Run 1, clock wires, drivers and flops:
Scale bar: 20 um.
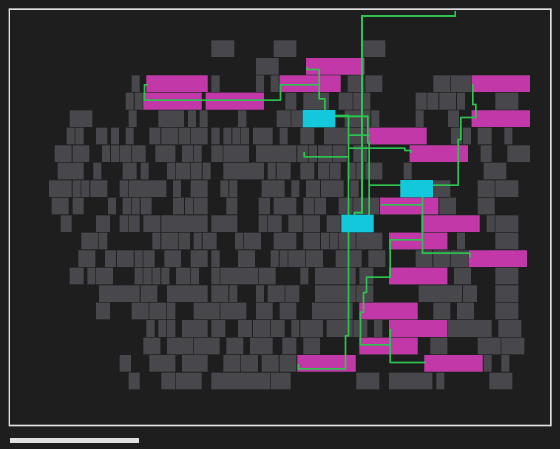
Run 1, M2 wires:
Cells faint in the background.
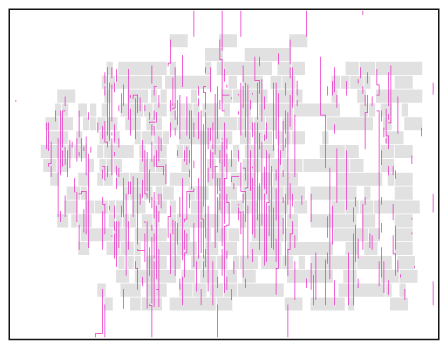
Run 1, the metal 3 layer:
Scale bar: 20 um. Cells faint in the background.
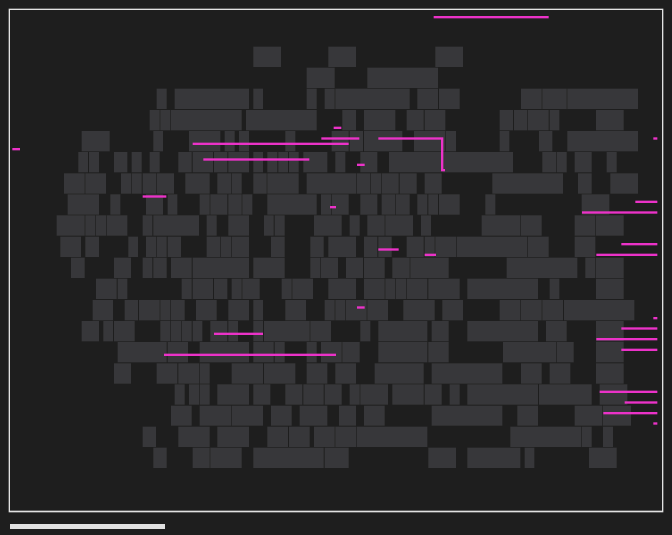
### config.mk
export PLATFORM = sky130hd
export DESIGN_NAME = elevator_call_encoder_flat
export DESIGN_NICKNAME = d
export VERILOG_FILES = /design/src/rtl/elevator_call_encoder_if.sv /design/src/rtl/elevator_call_encoder.sv /design/src/flat_wrapper.sv
export SDC_FILE = /design/constraint.sdc
export NUM_CORES = 1
export LEC_CHECK = 0
export ABC_AREA = 1
export CAP_MARGIN = 20
export CORE_ASPECT_RATIO = 0.75
export CORE_MARGIN = 3
export CORE_UTILIZATION = 30
export CTS_CLUSTER_SIZE = 25
export DETAILED_ROUTE_END_ITERATION = 10
export PLACE_DENSITY_LB_ADDON = 0.1
export RECOVER_POWER = 100
export SYNTH_ARGS = -nofsm -noshare
export SYNTH_HDL_FRONTEND = slang
export SYNTH_SLANG_ARGS = --single-unit
export TNS_END_PERCENT = 1
### constraint.sdc
create_clock -name clock -period 1.6 [get_ports clock]
set_input_delay 0.16 -clock clock [delete_from_list [all_inputs] [get_ports clock]]
set_output_delay 0.16 -clock clock [all_outputs]
set_load 0.01 [all_outputs]
### src/rtl/elevator_call_encoder_if.sv
// elevator_call_encoder_if: valid/ready target-floor handshake between call encoder and motion controller
interface elevator_call_encoder_if #(parameter int FW = 3);
  logic          target_valid;
  logic          target_ready;
  logic [FW-1:0] target_floor;
  modport master(output target_valid, target_floor, input target_ready);
  modport slave(input target_valid, target_floor, output target_ready);
endinterface

### src/rtl/elevator_call_encoder.sv
// elevator_call_encoder: latches floor calls and offers the next SCAN target over a valid/ready handshake
module elevator_call_encoder #(
  parameter int FLOOR = 6,
  parameter int FW    = $clog2(FLOOR + 1)
) (
  input  logic             clock,
  input  logic             rst_n,
  input  logic [FLOOR-1:0] call_btn,
  input  logic [FW-1:0]    current_floor,
  input  logic             arrived,
  output logic [FLOOR-1:0] pending,
  output logic             dir_up,
  elevator_call_encoder_if.master tgt
);
  typedef enum logic [1:0] {IDLE, SELECT, OFFER, WAIT_ARRIVE} state_t;
  state_t state;
  logic [FLOOR-1:0] btn_prev, clr, pn;
  logic [FW-1:0] ge_f, gt_f, le_f, lt_f, sel_f;
  logic floor_ok, sel_up;
  assign floor_ok = current_floor != '0 && current_floor <= FW'(FLOOR);
  assign clr = (arrived && floor_ok) ? {{(FLOOR-1){1'b0}}, 1'b1} << (current_floor - FW'(1)) : '0;
  // clear beats a simultaneous rising edge on the same bit
  assign pn = (pending | (call_btn & ~btn_prev)) & ~clr;
  always_comb begin
    ge_f = '0;
    gt_f = '0;
    le_f = '0;
    lt_f = '0;
    for (int i = FLOOR - 1; i >= 0; i--) begin
      if (pn[i] && FW'(i + 1) >= current_floor) ge_f = FW'(i + 1);
      if (pn[i] && FW'(i + 1) > current_floor) gt_f = FW'(i + 1);
    end
    for (int i = 0; i < FLOOR; i++) begin
      if (pn[i] && FW'(i + 1) <= current_floor) le_f = FW'(i + 1);
      if (pn[i] && FW'(i + 1) < current_floor) lt_f = FW'(i + 1);
    end
    sel_f = dir_up ? (ge_f != '0 ? ge_f : lt_f) : (le_f != '0 ? le_f : gt_f);
    sel_up = dir_up ? ge_f != '0 : le_f == '0;
  end
  always_ff @(posedge clock or negedge rst_n)
    if (!rst_n) begin
      pending <= '0;
      btn_prev <= '0;
      tgt.target_valid <= 1'b0;
      tgt.target_floor <= FW'(1);
      dir_up <= 1'b1;
      state <= IDLE;
    end else begin
      pending <= pn;
      btn_prev <= call_btn;
      case (state)
        IDLE: if (pending != '0) state <= SELECT;
        SELECT:
          if (pn == '0) state <= IDLE;
          else begin
            tgt.target_floor <= sel_f;
            dir_up <= sel_up;
            tgt.target_valid <= 1'b1;
            state <= OFFER;
          end
        OFFER:
          if (tgt.target_ready) begin
            tgt.target_valid <= 1'b0;
            state <= WAIT_ARRIVE;
          end
        WAIT_ARRIVE: if (arrived && current_floor == tgt.target_floor) state <= IDLE;
      endcase
    end
endmodule

### src/flat_wrapper.sv
// flat-port wrapper written by rule: the top's interface ports become plain ports
module elevator_call_encoder_flat 
#(
  parameter int FLOOR = 6,
  parameter int FW    = $clog2(FLOOR + 1)
)
  (clock, rst_n, call_btn, current_floor, arrived, pending, dir_up, tgt_target_valid, tgt_target_floor, tgt_target_ready);
  elevator_call_encoder_if #(.FW(FW)) tgt_i ();
  input  logic clock;
  input  logic rst_n;
  input  logic [FLOOR-1:0] call_btn;
  input  logic [FW-1:0] current_floor;
  input  logic arrived;
  output logic [FLOOR-1:0] pending;
  output logic dir_up;
  output wire logic [$bits(tgt_i.target_valid)-1:0] tgt_target_valid;
  output wire logic [$bits(tgt_i.target_floor)-1:0] tgt_target_floor;
  input wire logic [$bits(tgt_i.target_ready)-1:0] tgt_target_ready;
  assign tgt_target_valid = tgt_i.target_valid;
  assign tgt_target_floor = tgt_i.target_floor;
  assign tgt_i.target_ready = tgt_target_ready;
  elevator_call_encoder #(.FLOOR(FLOOR), .FW(FW)) u_core (.clock(clock), .rst_n(rst_n), .call_btn(call_btn), .current_floor(current_floor), .arrived(arrived), .pending(pending), .dir_up(dir_up), .tgt(tgt_i));
endmodule
==> flow_summary.toml, run 1 <==
# synthesis and place-and-route metrics
[run_status]
outcome = "finished clean"

[worst_setup_path]
crit_type = "primary input to register"

[final_layout]
buffer_area_share_pct = 26.8
drive_above_1_share_pct = 45.6
n_antenna_cell = 0
fill_cells = 396
signal_buffers = 79
final-comb-area_um2 = 1080
regArea_um2 = 478
syn_to_final_growth_pct = 78.9
final_core_util_pct = 57.9
fin_cells = 342

[synth]
syn_inst = 205
synthesis.nets = 219
yosysWarnings = 0
yosys_area_um2 = 1370
synth_area_um2 = 1370
syn_area_per_cell_um2 = 6.68

[clock_network]
clockRootBuffer = "clkbuf_8"
cts.repair.resized = 32
clock_insertion_delay_worst_skew_ns = 0.26
cts_hold_buf = 0
cts_buffer_depth = 2
clk_pin_slew_ns = 0.08

[global_routing]
grt_max_degree = 20
grt-busiest-layer = "met2"
grt_first_pass_wirelength_mm = 7.11

[final_timing]
fin_crit_sh_pct = 98.1
finalHoldViolCount = 0
fmax_ghz = 0.637
setup_viol = 0
fin_crit_ns = 1.57

[detailed_routing]
wl_met2_mm = 1.99
highest_layer = "met4"
drcViolationCount = 0
wl_per_cell_um = 13.2

[power_and_ir_drop]
ir_worst_vdd_mv = 0.566
static-leakage-power_nw = 1.19

[placed_design]
hpwlAfterDp_mm = 3.30
place_congestion = 0.927

[floorplan]
taps = 55
coreArea_um2 = 4230

[flow_run]
maxCapViolations = 0
Back to the opening pictures, 'clock wires, drivers and flops':
[magenta] flip-flops | count: 19
[cyan] cells driving clock nets | count: 3
[green] clock wires | length: 287 um
routed clock nets	4

Back to the opening pictures, 'M2 wires':
wire length on this layer	1,990 um
main direction	vertical
share of all routed wire	44%
nets with wire on the layer	263
GR met2 Demand/Resource: 24.5%
DR vias: 1,644
routed wire length: 4.52 mm

Back to the opening pictures, 'the metal 3 layer':
share of all routed wire	3.6%
wire length on this layer	160 um
main direction	horizontal
GRT met3 Usage: 2.41%

[run 1: Yosys cell counts]
cell type	count	share of area, %
a21boi_2	1	0.82
a21o_1	1	0.55
a21oi_1	6	2.2
a22oi_1	1	0.55
a31oi_1	1	0.46
buf_6	1	0.82
dfrtp_1	17	31
dfstp_2	2	3.8
ha_1	1	0.91
inv_1	25	6.9
inv_2	5	1.4
nand2_1	61	17
nand2_2	2	0.91
nand2_4	1	0.82
nand3_1	32	12
nand3_2	3	2.2
nand3b_1	1	0.55
nand4_1	3	1.4
nor2_1	18	4.9
nor2_2	7	3.2
nor4_1	2	0.91
o211ai_1	1	0.55
o21ai_0	2	0.73
o21ai_1	1	0.37
o21ai_2	1	0.64
o21bai_1	5	2.7
o22ai_1	1	0.46
or2_1	1	0.46
xnor2_1	1	0.64
xor2_1	1	0.64
[run 1: cells by family after synthesis]
| group | Yosys count | synth area share (%) |
|---|---|---|
| simple gates | 131 | 43.8 |
| buf+inv | 31 | 9.05 |
| compound gates | 21 | 10.1 |
| flops | 19 | 34.9 |
| xor+xnor | 2 | 1.28 |
| fa+ha+maj | 1 | 0.914 |
[run 1: cell usage in the layout, fill, tap and decap left out, drive strengths merged, types with 2 or more instances in the layout]
| cell type | netlist | routed |
|---|---|---|
| nand2 | 64 | 64 |
| buf | 1 | 58 |
| nand3 | 35 | 35 |
| inv | 30 | 30 |
| nor2 | 25 | 25 |
| dfrtp | 17 | 17 |
| clkdlybuf4s50 | 0 | 16 |
| a21oi | 6 | 6 |
| o21bai | 5 | 5 |
| clkbuf | 0 | 4 |
| o21ai | 4 | 4 |
| nand4 | 3 | 3 |
| nor4 | 2 | 2 |
| clkdlybuf4s25 | 0 | 2 |
| dfstp | 2 | 2 |
[run 1: worst paths after layout]
| kind | startpoint | end | slack [ns] | cells past startpoint |
|---|---|---|---|---|
| min | call_btn[4] | u_core.btn_prev[4] | 0.19 | 1 |
| min in group asynchronous | rst_n | u_core.pending[0] | 0.58 | 2 |
| max | current_floor[2] | u_core.tgt.target_floor[1] | 0.03 | 13 |
| max in group asynchronous | rst_n | u_core.btn_prev[5] | 0.40 | 2 |
| max reg2reg | u_core.pending[3] | u_core.tgt.target_floor[1] | 0.04 | 10 |
| min reg2reg | u_core.tgt.target_valid | u_core.tgt.target_valid | 0.48 | 1 |
[run 1: power breakdown]
group / internal [W] / switching [W] / total (W)
Clock: 0.000173 / 0.000167 / 0.000340
Sequential: 0.000616 / 0.000105 / 0.000721
Combinational: 0.000631 / 0.000638 / 0.00127
Total: 0.00142 / 0.000910 / 0.00233
[run 1: worst max-delay path: stages]
cell     delay [ns]
buf_2          0.15
ha_4           0.32
inv_4          0.06
nor2_1         0.10
nand2_1        0.15
nand2_2        0.14
nand2_1        0.07
inv_2          0.08
nand2_2        0.07
nand2_4        0.10
nor2_4         0.06
a22oi_1        0.14
nand3_1        0.10
[run 1: registers in the layout, indices dropped and copies added, names as in the netlist, named ones only]
signal / cells
u_core.tgt.target_floor: 3
u_core.btn_prev: 6
u_core.tgt.target_valid: 1
u_core.state: 1
u_core.pending: 6
u_core.dir_up: 1
--- run 2 (diff from run 1) ---
- CORE_ASPECT_RATIO: 0.75 -> 1.1
- SLEW_MARGIN: not set -> 10
==> flow_summary.toml, run 2 <==
# synthesis and place-and-route metrics
[synth]
yosysWarnings = 0
synthTopCellsByArea = "dfrtp_1, nand2_1, nand3_1"
synthesis.nets = 219
common_cells = "nand2_1, nand3_1, inv_1, nor2_1, dfrtp_1"
synth_area_um2 = 1370
ff_type = "dfrtp_1"
async_reset_ff_share_pct = 100
top_cell = "nand2_1"
syn_area_per_cell_um2 = 6.68
yosys_cells = 205
syn_inst = 205
ys_seq_share_pct = 34.9
synth-edff-count = 0
top_area_share_pct = 31.1
synth_cell_type_count = 30
yosys_area_um2 = 1370
ys.flops = 19
largest_area_cell = "dfrtp_1"

[placed_design]
pre_cts_ws_ns = -0.708
dp_cells = 325
hpwlAfterDp_mm = 3.27
place_congestion = 0.846
dpl_cell_area_um2 = 2010

[detailed_routing]
vias_per_cell = 4.77
drcViolationCount = 0
ant_nets = 0
wl_mm = 4.19
vias = 1608
initialDrtViolationCount = 76

[worst_setup_path]
crit_arrival_ns = 1.78
cp_data_required_time_ns = 1.81
crit_type = "register to register"
end_kind = "register"
worstPathMaxFanout = 4

[floorplan]
ios = 24
die_w_um = 70.4
rows = 25
chip_area_um2 = 5410
coreArea_um2 = 4350
die_h_um = 76.8
fp-utilization_pct = 31.5

[power_and_ir_drop]
ir_worst_vdd_mv = 0.478
static-leakage-power_nw = 1.16
power_w = 0.00225
p_per_area_nw_per_um2 = 966

[final_timing]
postLayoutSetupSlackWorst_ns = 0.0271
setup_viol = 0
drv_slew = 0
worst_pin_slew_ns = 1.01
fin_crit_ns = 1.57
rsz0062_at_grt = "true"
fin_crit_sh_pct = 98.3
fmax_ghz = 0.636
finalHoldViolCount = 0

[global_routing]
grt_pass1_vias = 1608
antenna_found_initial = 0
grt_max_degree = 20
grt_first_pass_wirelength_mm = 7.32
grt-busiest-layer = "met2"
grt_overflow = 0
met2_usage_pct = 28.0

[final_layout]
nets = 298
fill_cells = 421
regArea_um2 = 478
drive_above_1_share_pct = 44.9
fin_cells = 337
n_antenna_cell = 0
final_common_cell = "buf_4"
top_regs = "u_core.btn_prev x6, u_core.pending x6, u_core.tgt.target_floor x3"
syn_to_final_growth_pct = 70.3
final-comb-area_um2 = 1000
final_cell_mix = "buf_4, nand2_1, inv_1, nand3_1, nand2_2"

[clock_network]
clockRootBuffer = "clkbuf_8"
cts_buffers = 3
clock_sinks = 19
cts_buffer_depth = 2
h-tree-depth = 1
clk_pin_slew_ns = 0.08
cts_tree = "done"

[run_status]
outcome = "finished clean"

[worst_hold_path]
worstHoldPathType = "primary input to register"

[flow_run]
maxCapViolations = 0
[run 2: worst max-delay path: stages (launching register included)]
cell and delay, ns:
dfrtp_1 0.37, o21bai_1 0.16, buf_4 0.18, nand2_2 0.08, nand2_2 0.09, nor2_4 0.04
buf_4 0.13, a21boi_4 0.17, nand4_1 0.12, nand2_1 0.09, nand2_1 0.05, nand2_1 0.05
[run 2: repair_timing]
item	4_1_cts	5_1_grt
gates cloned	0	0
pin swaps	24	24
setup endpoints to repair	7	5
hold buffers	0	0
resized	41	41
setup buffers	6	2
[run 2: final cells by class]
| class | count | share of cell area [%] |
|---|---|---|
| multi-input combinational | 155 | 43.1 |
| timing repair buffer | 75 | 26.4 |
| sequential | 19 | 20.5 |
| inverter | 30 | 5.15 |
| tap | 54 | 2.90 |
| clock buffer | 3 | 1.77 |
| clock inverter | 1 | 0.215 |
[run 2: path summary, 6_finish.rpt]
check | start | end | slack [ns] | cells after the start
min in group asynchronous | rst_n | async pin | 0.59 | 2
min reg2reg | u_core.tgt.target_valid | u_core.tgt.target_valid | 0.48 | 1
max | u_core.btn_prev[3] | u_core.tgt.target_floor[0] | 0.03 | 11
min | call_btn[3] | u_core.btn_prev[3] | 0.15 | 1
max reg2reg | u_core.btn_prev[3] | u_core.tgt.target_floor[0] | 0.03 | 11
max in group asynchronous | rst_n | u_core.pending[4] | 0.40 | 2
[run 2: report_power, final]
group | total, W | internal, W | switching, W
clock network | 0.000336 | 0.000173 | 0.000163
logic | 0.00120 | 0.000594 | 0.000606
registers | 0.000715 | 0.000616 | 0.0000999
total | 0.00225 | 0.00138 | 0.000868
[run 2: metal layers]
layer  routed length, um  share of wire (%)
met2                1980                 47
met3                 124                3.0
met5                   0                  0
met1                1930                 46
met4                 153                3.6
[run 2: kinds of logic after synthesis]
kind of cell | share of synthesized area, %
buffers and inverters | 9.05
DFF | 34.9
xor gates and xnor gates | 1.28
AOI/OAI and AO/OA | 10.1
and+or+nand+nor | 43.8
adders and majority gates | 0.914
[run 2: stage by stage]
| step | hold WS, ns | TNS (ns) |
|---|---|---|
| final | 0.152 | 0 |
| after global routing | 0.155 | -0.168 |
| after CTS | 0.148 | 0 |
| after detailed placement | 0.469 | -4.48 |
| after global placement | 0.468 | -4.98 |
| after floorplan | -0.136 | -0.0452 |
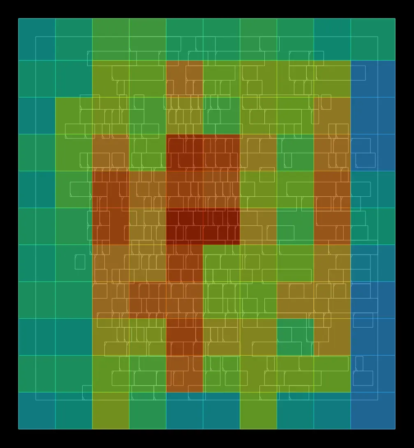
Run 2: routing congestion
DR WL/cell: 12.4 um
Finished Core Util: 53.6%
total track usage: 16.6%
GRT met3 Usage: 1.70%
met1 usage: 21.7%

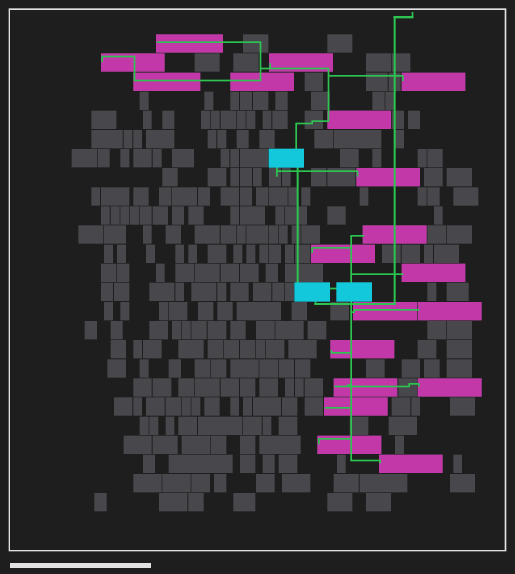
Run 2: clock wires, drivers and flops
Scale bar: 20 um.
[magenta] flip-flops | count: 19
[green] clock wires | length: 281 um
[cyan] cells driving clock nets | count: 3
routed clock nets	4
clock insertion delay at the later pin of the skew report: 0.26 ns
Final Skew: 0.00626 ns

--- run 3 (diff from run 2) ---
- MAX_ROUTING_LAYER: not set -> met4
==> flow_summary.toml, run 3 <==
# synthesis and place-and-route metrics
[synth]
ys.flops = 19
yosysWarnings = 0
synth-edff-count = 0
yosys_cells = 205
synth_area_um2 = 1370
synthesis.nets = 219
synth_cell_type_count = 30
top_cell = "nand2_1"
ys_seq_share_pct = 34.9
ff_type = "dfrtp_1"
common_cells = "nand2_1, nand3_1, inv_1, nor2_1, dfrtp_1"

[power_and_ir_drop]
p_per_area_nw_per_um2 = 944
pwr-share-comb_pct = 54.1
ir_worst_vdd_mv = 0.372
static-leakage-power_nw = 1.18
seqPwrFrac_pct = 31.7
p_int_w = 0.00140
p_switching_w = 0.000854

[global_routing]
grt_usage_pct = 15.6
grt-busiest-layer = "met2"
use_met3_pct = 1.70
met2_usage_pct = 26.2
antenna_found_initial = 0

[floorplan]
chip_area_um2 = 5410
coreArea_um2 = 4350
fp-utilization_pct = 31.5

[clock_network]
cts_tree = "done"
clk_pin_slew_ns = 0.07
h-tree-depth = 1

[worst_setup_path]
cp_cell_sequence = "o21bai_1 > buf_4 > buf_4 > nand3_1 > nand2_1 > nor2_1 > nor2_2 > nand3_1 > nand2_1 > nand2_1 > nand3_1"
cp_num_buf_inv = 2
crit_family = "simple AND/OR/NAND/NOR gates"
crit_arrival_ns = 1.72
crit_type = "register to register"

[final_timing]
fin_crit_sh_pct = 98.7
postLayoutSetupSlackWorst_ns = 0.0206
fin_crit_ns = 1.58
fmax_ghz = 0.633

[run_status]
outcome = "finished clean"

[final_layout]
nets = 302
n_antenna_cell = 0
drive_above_1_share_pct = 44.9
final_common_cell = "buf_4"
top_regs = "u_core.btn_prev x6, u_core.pending x6, u_core.tgt.target_floor x3"

[detailed_routing]
wl_mm = 4.36
wl_per_cell_um = 12.8
initialDrtViolationCount = 116

[flow_run]
maxCapViolations = 0
-- run 3: cell type report --
| class | count | area (um^2) | share of cell area, % |
|---|---|---|---|
| inverter | 30 | 123 | 5.13 |
| multi-input combinational | 155 | 1030 | 42.9 |
| tap | 54 | 67.6 | 2.83 |
| timing repair buffer | 79 | 652 | 27.3 |
| sequential | 19 | 478 | 20.0 |
| clock buffer | 4 | 45.0 | 1.88 |
-- run 3: kinds of logic (layout without fill, tap and decap cells) --
kind of cell,after synthesis,in the layout,share of synthesized area (%)
AND/OR/NAND/NOR,131,131,43.8
flip-flops,19,19,34.9
XOR/XNOR,2,2,1.28
AND-OR/OR-AND,21,21,10.1
buffers and inverters,31,113,9.05
adder cells (fa/ha/maj),1,1,0.914
-- run 3: path summary, 6_finish.rpt --
kind,startpoint,end,slack [ns],depth (start not counted)
worst min register to register,u_core.tgt.target_valid,u_core.tgt.target_valid,0.48,1
max in group asynchronous,rst_n,u_core.btn_prev[4],0.42,2
worst max register to register,u_core.pending[4],u_core.tgt.target_floor[2],0.02,11
min in group asynchronous,rst_n,u_core.btn_prev[1],0.58,2
worst max-delay path,u_core.pending[4],u_core.tgt.target_floor[2],0.02,11
worst min-delay path,call_btn[2],u_core.btn_prev[2],0.20,1
-- run 3: power by group through the flow --
stage                     sequential, W  combinational [W]  clock (W)
after floorplan                0.000745           0.000518          0
after global placement         0.000725            0.00102          0
after detailed placement       0.000721            0.00102          0
after CTS                      0.000716            0.00110   0.000333
after global routing           0.000735            0.00134   0.000365
final                          0.000716            0.00122   0.000320
-- run 3: what timing repair did --
| item | CTS | global route |
|---|---|---|
| endpoints found under the setup margin | 7 | 5 |
| pin swaps | 12 | 38 |
| hold buffers | 0 | 0 |
| buffers inserted | 3 | 9 |
| resized | 27 | 62 |
| gates cloned | 0 | 0 |
-- run 3: through the flow --
stage | instance area (um^2) | utilization [%] | total power, W | cells
4_1_cts | 2140 | 49.1 | 0.00215 | 332
3_5_place_dp | 2010 | 46.2 | 0.00174 | 325
5_1_grt | 2390 | 55.0 | 0.00244 | 341
3_3_place_gp | 2010 | 46.2 | 0.00175 | 325
2_1_floorplan | 1390 | - | 0.00126 | 205
6_report | 2390 | 55.0 | 0.00226 | 341
-- run 3: per-layer routing --
| layer | up-vias | share of wire [%] | routed length (um) |
|---|---|---|---|
| met5 | - | 0 | 0 |
| met3 | 10 | 3.5 | 151 |
| li1 | 832 | - | - |
| met1 | 748 | 45 | 1970 |
| met4 | 0 | 2.7 | 119 |
| met2 | 40 | 49 | 2120 |
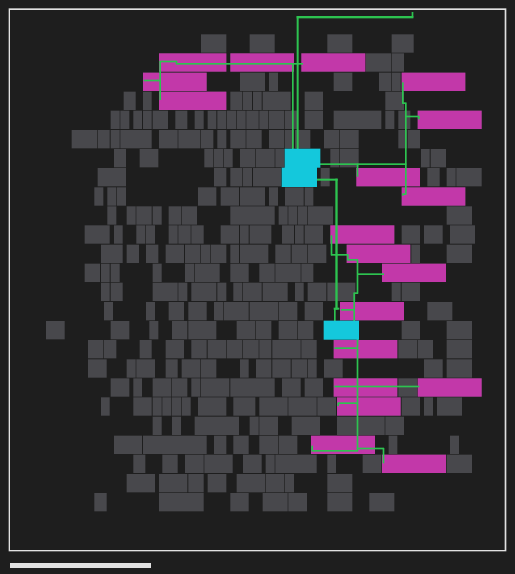
Run 3: clock wires, drivers and flops
Scale bar: 20 um.
[cyan] cells driving clock nets | count: 3
[green] clock wires | length: 224 um
[magenta] flip-flops | count: 19
routed clock nets	4
Final Skew: 0.00223 ns
clock group total power: 0.000320 W
clock insertion delay at the later pin of the skew report: 0.25 ns
Clock Power Share: 14.2%

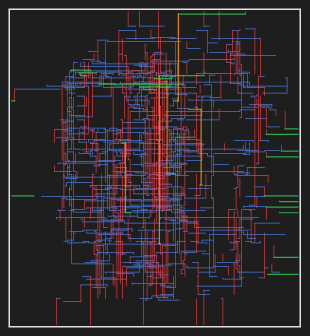
Run 3: signal wires by layer
colour	layer	wire length
red	met2	2,120 um
blue	met1	1,970 um
green	met3	152 um
orange	met4	120 um

No activity file was given, so power comes from the tool's default toggle rates.
